[config.mk]
export PLATFORM = sky130hd
export DESIGN_NAME = dmem_loader
export DESIGN_NICKNAME = d
export VERILOG_FILES = /design/src/rtl/dmem_loader_pkg.sv /design/src/rtl/word_serializer.sv /design/src/rtl/dmem_loader.sv
export SDC_FILE = /design/constraint.sdc
export NUM_CORES = 1
export LEC_CHECK = 0
export CORE_UTILIZATION = 40
export DETAILED_ROUTE_END_ITERATION = 7
export SYNTH_ARGS = -nofsm -noshare
export SYNTH_HDL_FRONTEND = slang
export SYNTH_SLANG_ARGS = --single-unit
export TNS_END_PERCENT = 50
[constraint.sdc]
create_clock -name CLOCK_50 -period 5.8 [get_ports CLOCK_50]
set_input_delay 1.45 -clock CLOCK_50 [delete_from_list [all_inputs] [get_ports CLOCK_50]]
set_output_delay 1.45 -clock CLOCK_50 [all_outputs]
set_load 0.02 [all_outputs]
[src/rtl/dmem_loader_pkg.sv]
// Shared types and derived sizing for the data-memory loader.
// Defaults describe a 3x4 by 4x1 matrix product image.
package dmem_loader_pkg;

    typedef enum logic [2:0] {
        IDLE   = 3'd0,
        ACCEPT = 3'd1,
        WRITE  = 3'd2,
        CLEAR  = 3'd3,
        DONE   = 3'd4
    } state_e;

    localparam int DEF_M  = 3;
    localparam int DEF_N  = 4;
    localparam int DEF_N2 = 1;

    function automatic int calc_total_words(input int m, input int n, input int n2);
        return (m * n) + (n * n2);
    endfunction

    function automatic int calc_result_base(input int m, input int n, input int n2);
        return calc_total_words(m, n, n2) * 4;
    endfunction

    function automatic int calc_result_bytes(input int m, input int n2);
        return m * n2 * 4;
    endfunction

    localparam int TOTAL_WORDS  = calc_total_words(DEF_M, DEF_N, DEF_N2);
    localparam int RESULT_BASE  = calc_result_base(DEF_M, DEF_N, DEF_N2);
    localparam int RESULT_BYTES = calc_result_bytes(DEF_M, DEF_N2);

endpackage

[src/rtl/word_serializer.sv]
// Holds one accepted 32-bit word and presents its bytes most-significant first,
// advancing a 2-bit byte index on each step.
module word_serializer (
    input  logic        clk,
    input  logic        rst_n,
    input  logic        load,
    input  logic [31:0] word,
    input  logic        step,
    output logic [7:0]  byte_data,
    output logic        last_byte
);

    logic [31:0] word_r;
    logic [1:0]  idx_r;

    // Capture the word on load and walk the byte index while stepping
    always_ff @(posedge clk or negedge rst_n) begin
        if (!rst_n) begin
            word_r <= 32'd0;
            idx_r  <= 2'd0;
        end else if (load) begin
            word_r <= word;
            idx_r  <= 2'd0;
        end else if (step) begin
            idx_r  <= idx_r + 2'd1;
        end else begin
            word_r <= word_r;
            idx_r  <= idx_r;
        end
    end

    // Big-endian byte select
    always_comb begin
        byte_data = 8'h00;
        case (idx_r)
            2'd0:    byte_data = word_r[31:24];
            2'd1:    byte_data = word_r[23:16];
            2'd2:    byte_data = word_r[15:8];
            2'd3:    byte_data = word_r[7:0];
            default: byte_data = 8'h00;
        endcase
    end

    assign last_byte = (idx_r == 2'd3);

endmodule

[src/rtl/dmem_loader.sv]
// Streams matrix words into CPU data memory as bytes, zeroes the result area,
// then releases the CPU from reset.
module dmem_loader
    import dmem_loader_pkg::*;
#(
    parameter int M      = DEF_M,
    parameter int N      = DEF_N,
    parameter int N2     = DEF_N2,
    parameter int ADDR_W = 8
) (
    input  logic              CLOCK_50,
    input  logic              RESET_N,
    input  logic              start,
    input  logic              in_valid,
    input  logic [31:0]       in_data,
    output logic              in_ready,
    output logic              mem_we,
    output logic [ADDR_W-1:0] mem_addr,
    output logic [7:0]        mem_wdata,
    output logic              cpu_hold,
    output logic              load_done,
    output logic [15:0]       word_cnt
);

    localparam int CFG_TOTAL_WORDS  = calc_total_words(M, N, N2);
    localparam int CFG_RESULT_BASE  = calc_result_base(M, N, N2);
    localparam int CFG_RESULT_BYTES = calc_result_bytes(M, N2);

    localparam logic [15:0]     CNT_MAX = 16'(CFG_TOTAL_WORDS);
    // One extra pointer bit so the end-of-clear address never wraps to zero
    localparam logic [ADDR_W:0] CLR_END = (ADDR_W + 1)'(CFG_RESULT_BASE + CFG_RESULT_BYTES);
    localparam logic [ADDR_W:0] PTR_ONE = (ADDR_W + 1)'(1);

    state_e            state_r;
    logic [ADDR_W:0]   ptr_r;
    logic [15:0]       word_cnt_r;
    logic              in_ready_r;
    logic              mem_we_r;
    logic [ADDR_W-1:0] mem_addr_r;
    logic [7:0]        mem_wdata_r;
    logic              cpu_hold_r;
    logic              load_done_r;

    logic              ser_load_s;
    logic              ser_step_s;
    logic [7:0]        ser_byte_s;
    logic              ser_last_s;

    assign ser_load_s = (state_r == ACCEPT) && in_valid;
    assign ser_step_s = (state_r == WRITE);

    word_serializer u_ser (
        .clk       (CLOCK_50),
        .rst_n     (RESET_N),
        .load      (ser_load_s),
        .word      (in_data),
        .step      (ser_step_s),
        .byte_data (ser_byte_s),
        .last_byte (ser_last_s)
    );

    // Sequencer: accept a word, emit its four bytes, then zero the result area
    always_ff @(posedge CLOCK_50 or negedge RESET_N) begin
        if (!RESET_N) begin
            state_r     <= IDLE;
            ptr_r       <= '0;
            word_cnt_r  <= 16'd0;
            in_ready_r  <= 1'b0;
            mem_we_r    <= 1'b0;
            mem_addr_r  <= '0;
            mem_wdata_r <= 8'h00;
            cpu_hold_r  <= 1'b1;
            load_done_r <= 1'b0;
        end else begin
            case (state_r)
                IDLE: begin
                    mem_we_r <= 1'b0;
                    if (start) begin
                        state_r    <= ACCEPT;
                        in_ready_r <= 1'b1;
                        word_cnt_r <= 16'd0;
                        ptr_r      <= '0;
                    end
                end
                ACCEPT: begin
                    mem_we_r <= 1'b0;
                    if (in_valid) begin
                        state_r    <= WRITE;
                        in_ready_r <= 1'b0;
                        if (word_cnt_r < CNT_MAX) begin
                            word_cnt_r <= word_cnt_r + 16'd1;
                        end
                    end
                end
                WRITE: begin
                    mem_we_r    <= 1'b1;
                    mem_addr_r  <= ptr_r[ADDR_W-1:0];
                    mem_wdata_r <= ser_byte_s;
                    ptr_r       <= ptr_r + PTR_ONE;
                    if (ser_last_s) begin
                        if (word_cnt_r < CNT_MAX) begin
                            state_r    <= ACCEPT;
                            in_ready_r <= 1'b1;
                        end else begin
                            state_r    <= CLEAR;
                        end
                    end
                end
                CLEAR: begin
                    if (ptr_r < CLR_END) begin
                        mem_we_r    <= 1'b1;
                        mem_addr_r  <= ptr_r[ADDR_W-1:0];
                        mem_wdata_r <= 8'h00;
                        ptr_r       <= ptr_r + PTR_ONE;
                    end else begin
                        mem_we_r    <= 1'b0;
                        state_r     <= DONE;
                        cpu_hold_r  <= 1'b0;
                        load_done_r <= 1'b1;
                    end
                end
                DONE: begin
                    mem_we_r <= 1'b0;
                    if (start) begin
                        state_r     <= ACCEPT;
                        in_ready_r  <= 1'b1;
                        cpu_hold_r  <= 1'b1;
                        load_done_r <= 1'b0;
                        word_cnt_r  <= 16'd0;
                        ptr_r       <= '0;
                    end
                end
                default: begin
                    state_r     <= IDLE;
                    in_ready_r  <= 1'b0;
                    mem_we_r    <= 1'b0;
                    cpu_hold_r  <= 1'b1;
                    load_done_r <= 1'b0;
                end
            endcase
        end
    end

    assign in_ready  = in_ready_r;
    assign mem_we    = mem_we_r;
    assign mem_addr  = mem_addr_r;
    assign mem_wdata = mem_wdata_r;
    assign cpu_hold  = cpu_hold_r;
    assign load_done = load_done_r;
    assign word_cnt  = word_cnt_r;

endmodule

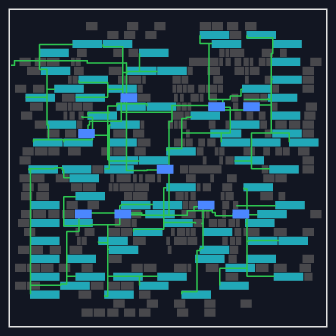
Fig. 1. Clock wires, drivers and flops (run 1).
- clock-net drivers: blue (count 9)
- clock wires: green (length 965 um)
- flip-flops: cyan (count 82)
- flops lie: all over the die

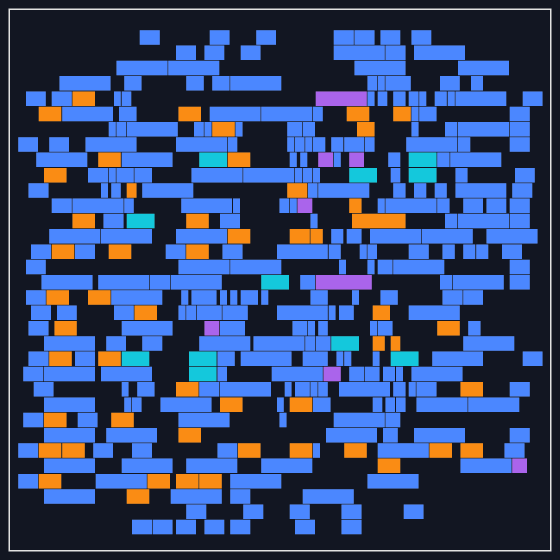
Fig. 2. Sizing map (run 1).
- x2: orange (cells 52)
- x3 and x4: purple (cells 8)
- x6 and larger: cyan (cells 11)
- x1 and smaller: blue (cells 292)
smallest setup slack after layout: 2860 ps
count of plain and timing-repair buffers in the layout: 74
Layout Area Growth over Synthesis: 28.2%
area of all placed cells without fillers: 4530 um^2

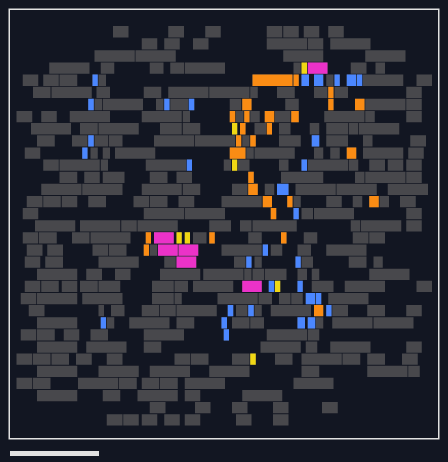
Fig. 3. Gate families picked out (run 1).
The bar under the picture is 20 um long.
- nand cells: blue (cells 31)
- nor cells: orange (cells 27)
- inv cells: yellow (cells 7)
- fa/ha/maj cells: magenta (cells 6; where middle)

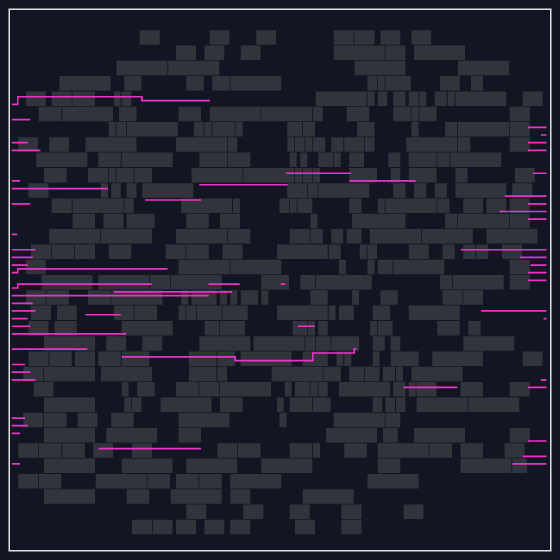
Fig. 4. Met3 routing (run 1).
Cells faint in the background.
- share of all routed wire: 6.4%
- main direction: horizontal
- longest straight run: 34.7 um
- wire length on this layer: 471 um
- nets with wire on the layer: 54
total number of vias: 2,504
Final Routed Wirelength: 7420 um
grt met3 use: 6.40%

==> ci_impl_report.md, run 1 <==
## Implementation flow summary

| Metric | Value |
|---|---|
| Register-to-Register Path Depth | 6 |
| Adder Share, Synth | 2.12% |
| Worst path cell trace | clkdlybuf4s50_1 |
| Largest cells by area after synthesis | sky130_fd_sc_hd__dfrtp_1, sky130_fd_sc_hd__mux2_2, sky130_fd_sc_hd__nand2_1, sky130_fd_sc_hd__a222oi_1, sky130_fd_sc_hd__a22o_1 |
| Area fraction in xor and xnor cells | 0.248% |
| Cell with the most instances after synthesis | sky130_fd_sc_hd__dfrtp_1 |
| Non-clock inverters | 7 |
| Count of boundary I/O pins | 72 |
| Logic area | 1410 um^2 |
| Outcome | complete, no violations |
| Minimum clock period after layout | 2940 ps |
| Total global routing overflow | 0 |
| Largest register by flop count | u_ser.word_r |
| Root buf cell | sky130_fd_sc_hd__clkbuf_8 |
| Proportion of synthesized flip-flops having asynchronous set or reset | 100% |
| Post-cts sizing count | 0 |
| Clock-pin slew reported for the worst setup and hold paths after clock tree synthesis | 80 ps |
| Element type at the critical path end | output port |
| Mux contribution to synthesized area | 13.9% |
| Placed Instances | 452 |
| Share of the synthesized area in the top cell type | 57.3% |
| Number of buffers and inverters on the critical path | 1 |
| Area-dominant cell class after layout | registers |
| Reg2reg setup slack | 3370 ps |
| Commonest non-fill, non-tap cell in the layout | sky130_fd_sc_hd__dfrtp_1 |
| Average via count per standard cell | 5.35 |
| Fin Clk Skew | 10.8 ps |
| Most used cells in the layout excluding fill and tap cells | sky130_fd_sc_hd__dfrtp_1, sky130_fd_sc_hd__clkdlybuf4s50_1, sky130_fd_sc_hd__mux2_2 |
| Late-Pin Clk Latency | 350 ps |
| Signal buf overhead | 16.1% |
| Slowest stage delay, CP | 600 ps |
| Final hold violations | 0 |
| Worst-margin pin slew | 1020 ps |
| Number of H-tree levels | 3 |
| Type of the worst min-delay path | reg2reg |
| Y dimension of the die | 96.0 um |
| Yosys-reported design area after synthesis | 3530 um^2 |
| Setup crit start | cpu_hold |
| Vias in the first global route | 2,452 |
| Post-route fraction of the period consumed by the critical path | 50.6% |
| Combinational family with the most area after synthesis | multiplexers |
| Worst setup slack before clock tree synthesis | 2530 ps |
| Core region area | 8380 um^2 |
| Final ANT Viol Nets | 0 |
-- run 1: per-layer routing --
layer | global-route usage, % | vias up | share of wire [%]
met5 | 0 | - | 0
met4 | 4.10 | 0 | 0.89
met3 | 6.40 | 6 | 6.3
met2 | 28.3 | 70 | 48
met1 | 22.3 | 1243 | 45
li1 | - | 1185 | -
-- run 1: power breakdown --
group	internal, W	switching [W]
Sequential	0.000751	0.000130
Combinational	0.000367	0.000355
Clock	0.000178	0.000197
-- run 1: worst register-to-register path, delay by kind of cell, from the launching register on --
family          cells  cell delay, ps
buf+inv             1             240
simple gates        3            1010
flops               1             520
compound gates      2             600
Fig. 5: run 1, congestion heat map
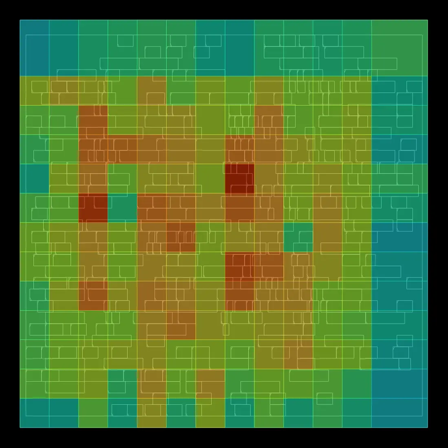

## Run 2: what changed since run 1
--- a/config.mk
+++ b/config.mk
@@ -7,6 +7,7 @@
 export LEC_CHECK = 0
 export CORE_UTILIZATION = 40
 export DETAILED_ROUTE_END_ITERATION = 7
+export PLACE_DENSITY = 0.67
 export SYNTH_ARGS = -nofsm -noshare
 export SYNTH_HDL_FRONTEND = slang
 export SYNTH_SLANG_ARGS = --single-unit
==> constraint.sdc (replaced) <==
create_clock -name CLOCK_50 -period 2.41 [get_ports CLOCK_50]
set_input_delay 0.6025 -clock CLOCK_50 [delete_from_list [all_inputs] [get_ports CLOCK_50]]
set_output_delay 0.6025 -clock CLOCK_50 [all_outputs]
set_load 0.02 [all_outputs]
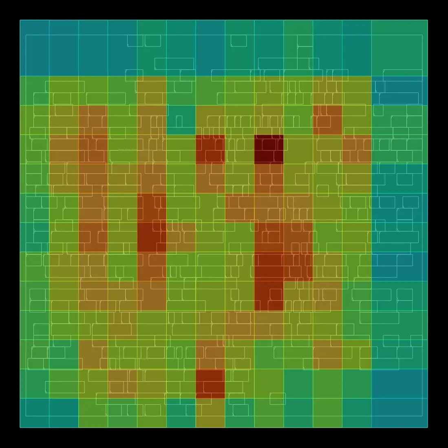
Fig. 6. Congestion heat map (run 2).
grt met3 use: 4.50%
Most Crowded Layer GR: met2
final core utilization: 55.5%
met2 Use GR: 28.8%
overall routing resource usage: 17.9%

==> run 2 against run 1 <==
  * Cell count increased by 1.9%
  * Global-route usage increased by 0.41 points
  * Critical path depth increased by 4
  * Total power increased to 2.5 times the previous value
  * Sequential power increased by 130%
  * Sequential cell count unchanged
  * Worst setup slack got worse by 2600 ps
  * Clock power increased to 2.7 times the previous value
  * Synthesized area unchanged
  * Die area unchanged
  * First-iteration DRC count decreased by 13%
==> ci_impl_report.md, run 2 <==
## Implementation flow summary

| Metric | Value |
|---|---|
| Logic gate share of total power | 37.6% (+1.1 points) |
| Combinational family with the most area after synthesis | multiplexers |
| Register-to-Register Path Depth | 5 (-1) |
| Adder Share, Synth | 2.12% (unchanged) |
| Layout Area Growth over Synthesis | 31.6% |
| Outcome | complete, no violations |
| Part of the total power dissipated in sequential elements | 41.6% (-2.9 points) |
| Switching portion of total power | 34.2% (-0.29 points) |
| Element type at the critical path end | flip-flop |
| Clock-pin slew reported for the worst setup and hold paths after clock tree synthesis | 90 ps (about the same) |
| Share of the synthesized area in the top cell type | 57.3% (unchanged) |
| Area of all placed cells without fillers | 4650 um^2 (+2.6%) |
| Placed Instances | 461 (+2.0%) |
| Minimum clock period after layout | 2160 ps |
| Area fraction in xor and xnor cells | 0.248% (unchanged) |
| Mux contribution to synthesized area | 13.9% (unchanged) |
| Clock network fraction of total power | 20.8% (+1.8 points) |
| Average via count per standard cell | 5.39 (+0.78%) |
| Yosys-reported design area after synthesis | 3530 um^2 (unchanged) |
| Post-cts sizing count | 0 (unchanged) |
| Total global routing overflow | 0 (unchanged) |
| Largest cells by area after synthesis | sky130_fd_sc_hd__dfrtp_1, sky130_fd_sc_hd__mux2_2, sky130_fd_sc_hd__nand2_1, sky130_fd_sc_hd__a222oi_1, sky130_fd_sc_hd__a22o_1 |
| Most used cells in the layout excluding fill and tap cells | sky130_fd_sc_hd__dfrtp_1, sky130_fd_sc_hd__clkdlybuf4s50_1, sky130_fd_sc_hd__mux2_2 |
| Signal buf overhead | 17.7% (+1.6 points) |
| Reg2reg setup slack | 250 ps (-3120 ps) |
| Power Combinational | 0.00186 W (+160%) |
| Worst-margin pin slew | 570 ps (-450 ps) |
| Worst setup slack before clock tree synthesis | 205 ps (-2330 ps) |
| DR WL met2 | 3480 um (-2.0%) |
| Power in the clock group | 0.00103 W (+170%) |
| Setup crit start | ptr_r[4] |
| Largest register by flop count | u_ser.word_r |
| Reported sequential group power | 0.00206 W (+130%) |
| Area-dominant cell class after layout | registers |
| Y dimension of the die | 96.0 um (unchanged) |
| Metal3 WL | 322 um (-32%) |
| Highest routed metal layer | met4 |
| Vias in the first global route | 2,505 (+2.2%) |
| Final hold violations | 0 (unchanged) |
| Late-Pin Clk Latency | 360 ps (about the same) |
| Smallest setup slack after layout | 246 ps (-2620 ps) |
| Type of the worst min-delay path | in2async |
| Non-clock inverters | 7 (unchanged) |
| Final Routed Wirelength | 7350 um (-0.89%) |
| Final ANT Viol Nets | 0 (unchanged) |
| Global routing usage on met1 | 23.7% (+1.4 points) |
| Count of boundary I/O pins | 72 (unchanged) |
==> run 2: cell types whose count changed in the layout (fill, tap and decap cells not counted) <==
cell,change
sky130_fd_sc_hd__inv_6,+3
sky130_fd_sc_hd__clkinv_2,-2
sky130_fd_sc_hd__buf_4,+7
sky130_fd_sc_hd__buf_12,+2
sky130_fd_sc_hd__inv_8,+1
sky130_fd_sc_hd__clkbuf_1,-1
sky130_fd_sc_hd__clkbuf_8,-2
sky130_fd_sc_hd__bufinv_16,+1
==> run 2: worst max-delay path, stage by stage (launching register included) <==
cell and delay [ps]:
sky130_fd_sc_hd__dfrtp_1 480, sky130_fd_sc_hd__a211o_1 320, sky130_fd_sc_hd__a2111oi_4 430, sky130_fd_sc_hd__nor2_2 170
sky130_fd_sc_hd__or4_1 530, sky130_fd_sc_hd__a21oi_1 170
## Run 3: what changed since run 2
--- a/config.mk
+++ b/config.mk
@@ -6,6 +6,7 @@
 export NUM_CORES = 1
 export LEC_CHECK = 0
 export CORE_UTILIZATION = 40
+export CTS_CLUSTER_DIAMETER = 80
 export DETAILED_ROUTE_END_ITERATION = 7
 export PLACE_DENSITY = 0.67
 export SYNTH_ARGS = -nofsm -noshare
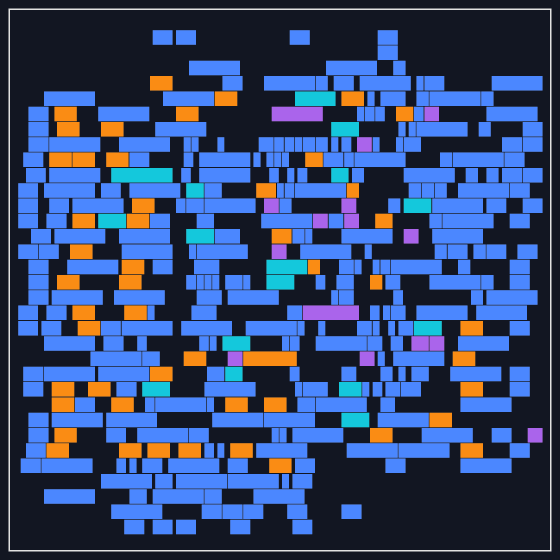
Fig. 7. Sizing map (run 3).
- x3 and x4: purple (cells 15)
- x1 and smaller: blue (cells 291)
- x6 and larger: cyan (cells 16)
- x2: orange (cells 50)
Layout Area Growth over Synthesis: 31.6%
area of all placed cells without fillers: 4650 um^2
smallest setup slack after layout: 246 ps
count of plain and timing-repair buffers in the layout: 83

==> run 3 against run 2 <==
  * Clock-buffer cell count unchanged
  * Non-clock buffer count unchanged
  * First-iteration DRC count unchanged
  * Critical path type unchanged
  * Largest cell class unchanged
==> ci_impl_report.md, run 3 <==
## Implementation flow summary

| Metric | Value |
|---|---|
| Clock network fraction of total power | 20.8% (about the same) |
| Signal buf overhead | 17.7% (unchanged) |
| Adder Share, Synth | 2.12% (unchanged) |
| Average via count per standard cell | 5.39 (unchanged) |
| Register-to-Register Path Depth | 5 (unchanged) |
| Logic gate share of total power | 37.6% (about the same) |
| Total global routing overflow | 0 (unchanged) |
| Y dimension of the die | 96.0 um (unchanged) |
| Kind of cell adding the most delay to the critical path | AND-OR/OR-AND gates |
| Setup crit start | ptr_r[4] |
| Yosys-reported design area after synthesis | 3530 um^2 (unchanged) |
| Non-clock inverters | 7 (unchanged) |
| Largest cells by area after synthesis | sky130_fd_sc_hd__dfrtp_1, sky130_fd_sc_hd__mux2_2, sky130_fd_sc_hd__nand2_1, sky130_fd_sc_hd__a222oi_1, sky130_fd_sc_hd__a22o_1 |
| Final Routed Wirelength | 7350 um (unchanged) |
| Final ANT Viol Nets | 0 (unchanged) |
| Power Combinational | 0.00186 W (about the same) |
| Type of the worst min-delay path | in2async |
| Area fraction in xor and xnor cells | 0.248% (unchanged) |
| Mux contribution to synthesized area | 13.9% (unchanged) |
| Placed Instances | 461 (unchanged) |
| Count of boundary I/O pins | 72 (unchanged) |
| Most Crowded Layer GR | met2 |
| Worst-margin pin slew | 570 ps (unchanged) |
| Switching portion of total power | 34.2% (unchanged) |
| Outcome | complete, no violations |
| Met2 Use GR | 28.8% (unchanged) |
| Part of the total power dissipated in sequential elements | 41.6% (about the same) |
| Clock-pin slew reported for the worst setup and hold paths after clock tree synthesis | 90 ps (about the same) |
| Reg2reg setup slack | 250 ps (about the same) |
| Worst path cell trace | a211o_1 -> a2111oi_4 -> nor2_2 -> or4_1 -> a21oi_1 |
| Largest register by flop count | u_ser.word_r |
| Levels on crit path | 5 (unchanged) |
| Vias in the first global route | 2,505 (unchanged) |
| Late-Pin Clk Latency | 360 ps (about the same) |
| Reported sequential group power | 0.00206 W (about the same) |
| Overall routing resource usage | 17.9% (unchanged) |
| Slowest stage delay, CP | 530 ps (about the same) |
| Worst setup slack before clock tree synthesis | 205 ps (unchanged) |
| Minimum clock period after layout | 2160 ps (unchanged) |
==> run 3: worst min path at each step <==
stage	start	to	slack [ps]	cells after the start
after floorplan	RESET_N	in_ready	310	0
after global placement	mem_addr[7]	mem_addr[7]	470	2
after detailed placement	mem_addr[7]	mem_addr[7]	470	2
after CTS	RESET_N	ptr_r[3]	200	1
after global routing	RESET_N	mem_addr[1]	230	1
final	RESET_N	mem_addr[1]	200	1
==> run 3: per-stage QoR <==
step / hold WS, ps / util [%]
after floorplan: 307 / -
after global placement: 467 / 53.0
after detailed placement: 472 / 53.0
after CTS: 201 / 55.5
after global routing: 229 / 55.5
final: 204 / 55.5
==> run 3: per-layer routing <==
layer | part of all wire, % | vias to the layer above
met3 | 4.4 | 8
li1 | - | 1205
met2 | 47 | 78
met4 | 1.1 | 0
met5 | 0 | -
met1 | 47 | 1281
Power figures rest on the tool's default switching activity, not on a simulated workload.
